io_placement.png
Scale: 4 px per um. Pins as bars across the die edge, other pins in gray.
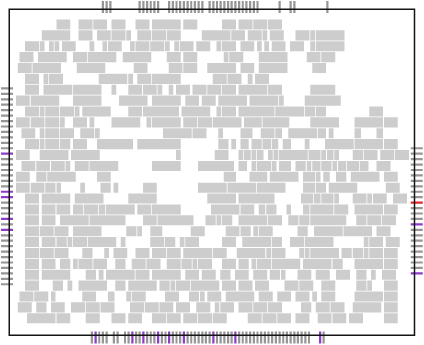
wires.png
Scale: 3 px per um. Two of the layers only.
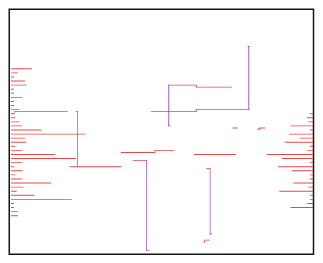
logic_types.png
Scale: 4 px per um.
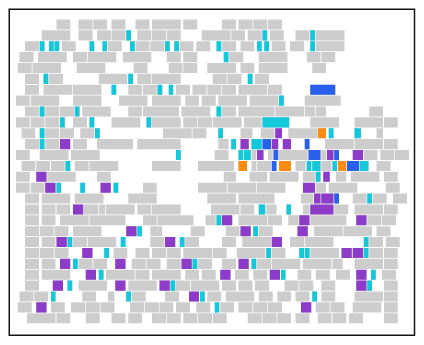
clocks.png
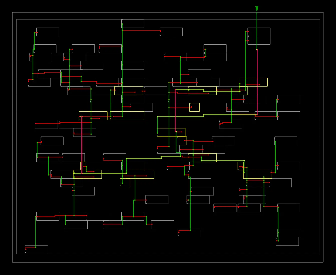
clk_routes.png
Scale: 4 px per um.
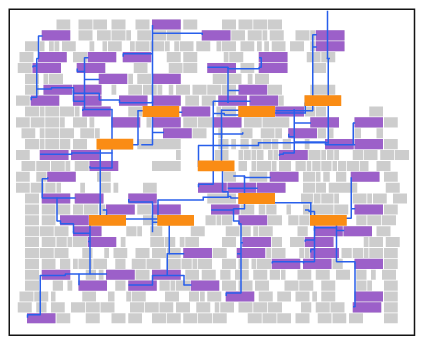
--- config.mk ---
export PLATFORM = sky130hd
export DESIGN_NAME = mem_arbiter
export DESIGN_NICKNAME = d
export VERILOG_FILES = /design/src/rtl/mem_arbiter.sv
export SDC_FILE = /design/constraint.sdc
export NUM_CORES = 1
export LEC_CHECK = 0
export ABC_CLOCK_PERIOD_IN_PS = 2000
export CAP_MARGIN = 40
export CORE_ASPECT_RATIO = 0.8
export CORE_UTILIZATION = 40
export CTS_BUF_LIST = sky130_fd_sc_hd__clkbuf_16
export DETAILED_ROUTE_END_ITERATION = 12
export PLACE_DENSITY = 0.88
export REMOVE_ABC_BUFFERS = 1
export SYNTH_ARGS = -nofsm -noshare
export SYNTH_HDL_FRONTEND = slang
export SYNTH_SLANG_ARGS = --single-unit
--- constraint.sdc ---
create_clock -name clk -period 2 [get_ports clk]
set_input_delay 0.5 -clock clk [delete_from_list [all_inputs] [get_ports clk]]
set_output_delay 0.5 -clock clk [all_outputs]
set_load 0.02 [all_outputs]
--- src/rtl/mem_arbiter.sv ---
// Two-port arbiter for the single-port main RAM: CPU and DMA requesters each
// get a fixed WAIT-cycle access window, round-robin on ties, one-cycle ack.
module mem_arbiter #(
  parameter int unsigned AW   = 16,
  parameter int unsigned DW   = 16,
  parameter int unsigned WAIT = 1
) (
  input  logic          clk,
  input  logic          reset,
  input  logic          cpu_req,
  input  logic          cpu_we,
  input  logic          cpu_be,
  input  logic [AW-1:0] cpu_addr,
  input  logic [DW-1:0] cpu_wdata,
  output logic [DW-1:0] cpu_rdata,
  output logic          cpu_ack,
  output logic          cpu_stall,
  input  logic          dma_req,
  input  logic          dma_we,
  input  logic [AW-1:0] dma_addr,
  input  logic [DW-1:0] dma_wdata,
  output logic [DW-1:0] dma_rdata,
  output logic          dma_ack,
  output logic [AW-1:0] ram_addr,
  output logic [DW-1:0] ram_wdata,
  output logic          ram_we,
  output logic          ram_be,
  input  logic [DW-1:0] ram_rdata,
  output logic          gnt_cpu,
  output logic          gnt_dma
);

  localparam int unsigned CW       = 4;
  localparam logic        LAST_CPU = 1'b0;
  localparam logic        LAST_DMA = 1'b1;

  typedef enum logic [1:0] {
    IDLE   = 2'd0,
    ACCESS = 2'd1,
    DONE   = 2'd2
  } state_t;

  state_t        state, state_nxt;
  logic [CW-1:0] cnt, cnt_nxt;
  logic          last, last_nxt;
  logic [AW-1:0] ram_addr_nxt;
  logic [DW-1:0] ram_wdata_nxt, cpu_rdata_nxt, dma_rdata_nxt;
  logic          ram_we_nxt, ram_be_nxt;
  logic          gnt_cpu_nxt, gnt_dma_nxt, cpu_ack_nxt, dma_ack_nxt;
  logic          pick_cpu, pick_dma;

  // Round-robin: on a tie the port not served last wins.
  assign pick_cpu  = cpu_req & (~dma_req | (last == LAST_DMA));
  assign pick_dma  = dma_req & ~pick_cpu;
  assign cpu_stall = cpu_req & ~cpu_ack;

  // State and datapath registers
  always_ff @(posedge clk) begin
    if (reset) begin
      state     <= IDLE;
      cnt       <= '0;
      last      <= LAST_DMA;
      ram_addr  <= '0;
      ram_wdata <= '0;
      ram_we    <= 1'b0;
      ram_be    <= 1'b0;
      gnt_cpu   <= 1'b0;
      gnt_dma   <= 1'b0;
      cpu_ack   <= 1'b0;
      dma_ack   <= 1'b0;
      cpu_rdata <= '0;
      dma_rdata <= '0;
    end else begin
      state     <= state_nxt;
      cnt       <= cnt_nxt;
      last      <= last_nxt;
      ram_addr  <= ram_addr_nxt;
      ram_wdata <= ram_wdata_nxt;
      ram_we    <= ram_we_nxt;
      ram_be    <= ram_be_nxt;
      gnt_cpu   <= gnt_cpu_nxt;
      gnt_dma   <= gnt_dma_nxt;
      cpu_ack   <= cpu_ack_nxt;
      dma_ack   <= dma_ack_nxt;
      cpu_rdata <= cpu_rdata_nxt;
      dma_rdata <= dma_rdata_nxt;
    end
  end

  // Next-state logic; DONE never arbitrates so requesters can drop req.
  always_comb begin
    state_nxt = state;
    unique case (state)
      IDLE:    if (cpu_req | dma_req) state_nxt = ACCESS;
      ACCESS:  if (cnt == '0) state_nxt = DONE;
      DONE:    state_nxt = IDLE;
      default: state_nxt = IDLE;
    endcase
  end

  // Next values of the registered outputs
  always_comb begin
    cnt_nxt       = cnt;
    last_nxt      = last;
    ram_addr_nxt  = ram_addr;
    ram_wdata_nxt = ram_wdata;
    ram_we_nxt    = ram_we;
    ram_be_nxt    = ram_be;
    gnt_cpu_nxt   = gnt_cpu;
    gnt_dma_nxt   = gnt_dma;
    cpu_rdata_nxt = cpu_rdata;
    dma_rdata_nxt = dma_rdata;
    cpu_ack_nxt   = 1'b0;
    dma_ack_nxt   = 1'b0;
    unique case (state)
      IDLE: begin
        if (pick_cpu) begin
          ram_addr_nxt  = cpu_addr;
          ram_wdata_nxt = cpu_wdata;
          ram_we_nxt    = cpu_we;
          ram_be_nxt    = cpu_be;
          gnt_cpu_nxt   = 1'b1;
          cnt_nxt       = CW'(WAIT - 1);
        end else if (pick_dma) begin
          ram_addr_nxt  = dma_addr;
          ram_wdata_nxt = dma_wdata;
          ram_we_nxt    = dma_we;
          ram_be_nxt    = 1'b0;
          gnt_dma_nxt   = 1'b1;
          cnt_nxt       = CW'(WAIT - 1);
        end
      end
      ACCESS: begin
        if (cnt == '0) begin
          if (gnt_cpu) begin
            cpu_ack_nxt = 1'b1;
            last_nxt    = LAST_CPU;
            if (!ram_we) cpu_rdata_nxt = ram_rdata;
          end else begin
            dma_ack_nxt = 1'b1;
            last_nxt    = LAST_DMA;
            if (!ram_we) dma_rdata_nxt = ram_rdata;
          end
          ram_we_nxt  = 1'b0;
          gnt_cpu_nxt = 1'b0;
          gnt_dma_nxt = 1'b0;
        end else begin
          cnt_nxt = cnt - CW'(1);
        end
      end
      default: ;
    endcase
  end

endmodule

==> flow_summary.ini <==
; synthesis and place-and-route metrics
[pwr]
power_switching_mw = 1.17
power.group.top = registers
combPwrFrac = 0.233

[critical_path]
cp-end-kind = output port
reg2reg_from = state[0]$_SDFFE_PP0P_
cp-startpoint = gnt_cpu$_SDFFE_PP0P_
crit_end = gnt_cpu
worstPathCellList = clkdlybuf4s50_1
critPathSlowestCell = clkdlybuf4s50_1
cp.required_ns = 1.50
r2r_setup_slack_ns = 0.28
critical_path.max_fanout = 7

[finish]
largest_cell_class = non-clock buffers
regArea_um2 = 1540
syn2layout_area_growth_pct = 63.9
comb_area_um2 = 1450
buffer_area_frac = 0.331
clockNetworkAreaShare = 0.0583
final_nets = 558
flops = 77

[grt]
grt_use_met2 = 0.377
met1_usage = 0.218
grt_pass1_wl_um = 12800
grt_pass1_vias = 2770

[clock_network]
cts.clk_slew.worst_paths_ns = 0.06
cts_tree = built
cts_buffer_depth = 2
clock_sinks = 77

[worst_hold_path]
hold_path.class = reg2reg
hold_depth = 2

[detailed_routing]
top_layer = met4
via_per_inst = 4.81

[yosys]
ys_sh_simple = 0.129
ys_sh_adder = 0.00799
ys_seq_frac = 0.492
synth.logic.top_family = multiplexers
yosys.area_share.xor_xnor = 0
ys_warn_count = 0
ys.flop_type = dfxtp_1

[die]
row_count = 28

[final_timing]
worst_hold_slack_ns = 0.487
tightest_slew_ns = 0.579
rsz0062_at_grt = no

[outcome]
status = completed

[placed_design]
dp_hpwl_um = 5920
## Picture notes: io_placement.png
- red: cpu_be (pins 1; direction input; edge right)
- purple: cpu_wdata (pins 16; direction input; edge 9 bottom, 5 left, 2 right)
- all pins by edge: 60 bottom, 37 top, 37 left, 24 right
die height: 81.1 um
PortBufs: 157
die width: 101 um

## Picture notes: wires.png
- red: metal 3 (wire length 427 um)
- purple: metal 4 (wire length 105 um)
via count: 2785
WL final: 8010 um
GRT Total Usage: 0.201
wire per inst: 13.8 um

## Picture notes: logic_types.png
- cyan: nor cells (cells 79; where all over the die)
- purple: aoi and oai cells (cells 44)
- blue: nand cells (cells 9; where right middle)
- orange: and/or cells (cells 4; where right middle)
multi-input gate share of total cell area: 0.282
Layout Cells excl Fill: 579
Commonest Layout Cell: clkdlybuf4s50_1

## Picture notes: clocks.png
clkbuf count: 9
clk pwr: 1.60 mW
Clock Skew: 0.00528 ns

## Picture notes: clk_routes.png
- blue: clock wires (length 871 um)
- orange: clock drivers (count 9)
- purple: flip-flops (count 77)
- routed clock nets: 10
Worst-Skew Late Latency: 0.33 ns
Clock power frac: 0.367

Power is estimated from default activity; no workload was simulated.
